Design core_host_driver, sky130hd; sources not shown.
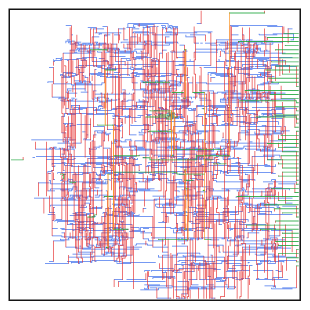
(signal wires by layer)
Drawn at 3 px/um.
red -> metal 2  # wire length 5660 um
orange -> metal 4  # wire length 254 um
green -> metal 3  # wire length 619 um
blue -> metal 1  # wire length 4620 um
via count: 3751
Overall Global Routing Usage: 23.97%

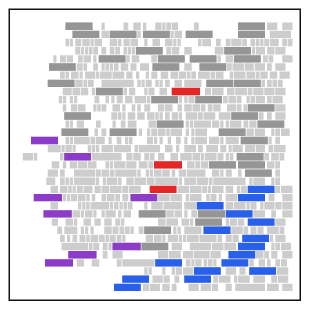
(sequential cells coloured by netlist name)
Drawn at 3 px/um.
red -> `state_q`  # flops 3
purple -> `cnt_q`  # flops 8
blue -> `res_data`  # flops 16
not coloured = 40
FF+latch area: 0.001685 mm2
Final Util: 70.32%
Seq power: 2.56 mW

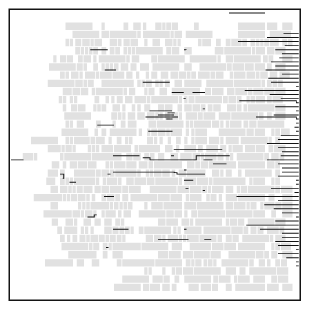
(metal 3)
Drawn at 3 px/um. Cells faint in the background.
longest straight run = 20.5 um
wire length on this layer = 619 um
nets with wire on the layer = 79
main direction = horizontal
Post-Route WL: 11150 um
met3 usage: 4.267%

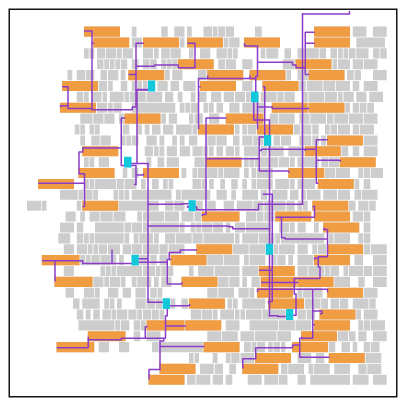
(routed clock nets over the placement)
Drawn at 4 px/um.
cyan -> clock drivers  # count 9
orange -> flip-flops  # count 67
purple -> clock wires  # length 954 um
routed clock nets = 10
Latency at later pin: 540 ps
skew final: 30.93 ps
Clock power frac: 14.5%
clk pwr: 1.36 mW

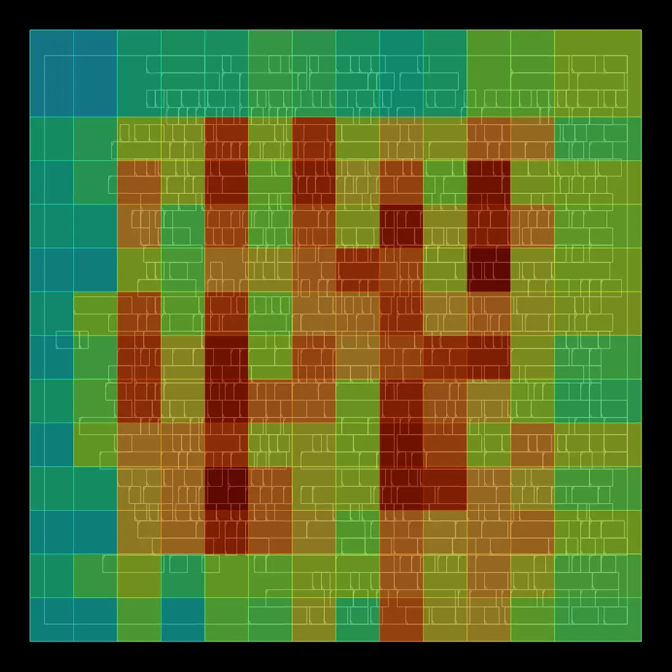
(routing congestion map)
Top Usage Layer GRT: met2
met2 usage: 41.32%
post-DR wirelength/cell: 14.85 um
M1 GR Usage: 27.96%

==> impl_metrics.env <==
# physical design summary
export IMPL_timing_final_ws_setup_ps=-280.6
export IMPL_netlist_area_mm2=0.003425
export IMPL_drt_pass1_iter_count=4
export IMPL_syn_inst=455
export IMPL_fp_dieH_um=96.53
export IMPL_synth_nets=499
export IMPL_status="complete, but fails checks"
export IMPL_wl_met1_um=4621
export IMPL_slowest_stage="dfrtp_2"
export IMPL_root_buffer="clkbuf_2"
export IMPL_worst_r2r_setup_slack_ps=-280
export IMPL_xor_share_pct=0.7673
export IMPL_layout_top_cell="nand2_1"
export IMPL_dr_wl_met3_um=619
export IMPL_yosys_stat_seqShare_pct=48.96
export IMPL_rsz0062_at_grt="true"
export IMPL_yosysWarnings=0
export IMPL_max_slew_margin_pct=75.05
export IMPL_violations="setup timing"
export IMPL_die_area_mm2=0.009317
export IMPL_adder_share_pct=1.096
export IMPL_wl_met2_um=5657
export IMPL_cap_violations=0
export IMPL_ys_sh_mux_pct=0
export IMPL_ant_nets=0
export IMPL_numCtsBuffers=9
export IMPL_core_rowCount=33
export IMPL_worstPathArrival_ps=2310
export IMPL_finalSetupViolations=29
export IMPL_ys_sh_aoi_pct=7.600
-- power breakdown --
group	total, mW	switching, mW	internal (mW)
Clock	1.36	0.679	0.686
Sequential	2.56	0.355	2.20
Combinational	5.48	2.81	2.67
Total	9.40	3.84	5.56
-- per-stage QoR --
stage                     hold WS, ps  setup TNS, ps  area, um2  setup slack [ps]  power [mW]
final                           292.3          -6127       5807            -280.6       9.400
after global routing            265.1          -8422       5807            -361.7       9.915
after CTS                       301.6          -4079       5419            -204.0       8.500
after detailed placement        370.5          -7307       4852            -351.1       6.278
after global placement          369.1          -5869       4852            -301.0       6.174
after floorplan                 24.41          -1433       3562            -142.3       4.544
-- final cells by class --
type	count	area [um2]	share of cell area (%)
multi-input cells	317	1957	33.70
inverters	59	236.5	4.072
flip-flops and latches	67	1685	29.02
clock inverters	6	112.6	1.939
repair buffers	187	1634	28.14
clock buffers	10	50.05	0.8619
well taps	105	131.4	2.262
-- Yosys cell counts (all sizes together) --
cell / instances
dfrtp: 67
o21bai: 2
nand2: 159
clkbuf: 3
o211ai: 3
nand4: 7
a21oi: 5
a31oi: 3
ha: 3
nand3b: 2
buf: 10
nor4: 3
inv: 59
or2: 4
xor2: 3
nand3: 51
nor3: 5
o22ai: 4
o21a: 1
o21ai: 25
nor2: 36
-- what timing repair did --
item / 4_1_cts / 5_1_grt
pin swaps: 23 / 26
setup endpoints to repair: 105 / 106
endpoints found under the hold margin: 67 / 0
hold buffers: 1 / 0
gates resized: 248 / 74
setup buffers: 28 / 16
cloned: 3 / 0
-- worst register-to-register path, cell delays in order, from the launching register on --
cell	delay [ps]
dfrtp_2	480
ha_4	200
inv_2	40
nand2_1	40
nand2_1	90
nand2_1	100
inv_1	60
nand2_1	50
nor2_1	110
nand3_2	110
a21oi_4	230
nand2_4	140
nand2_2	90
nand2_1	50
Power figures rest on the tool's default switching activity, not on a simulated workload.
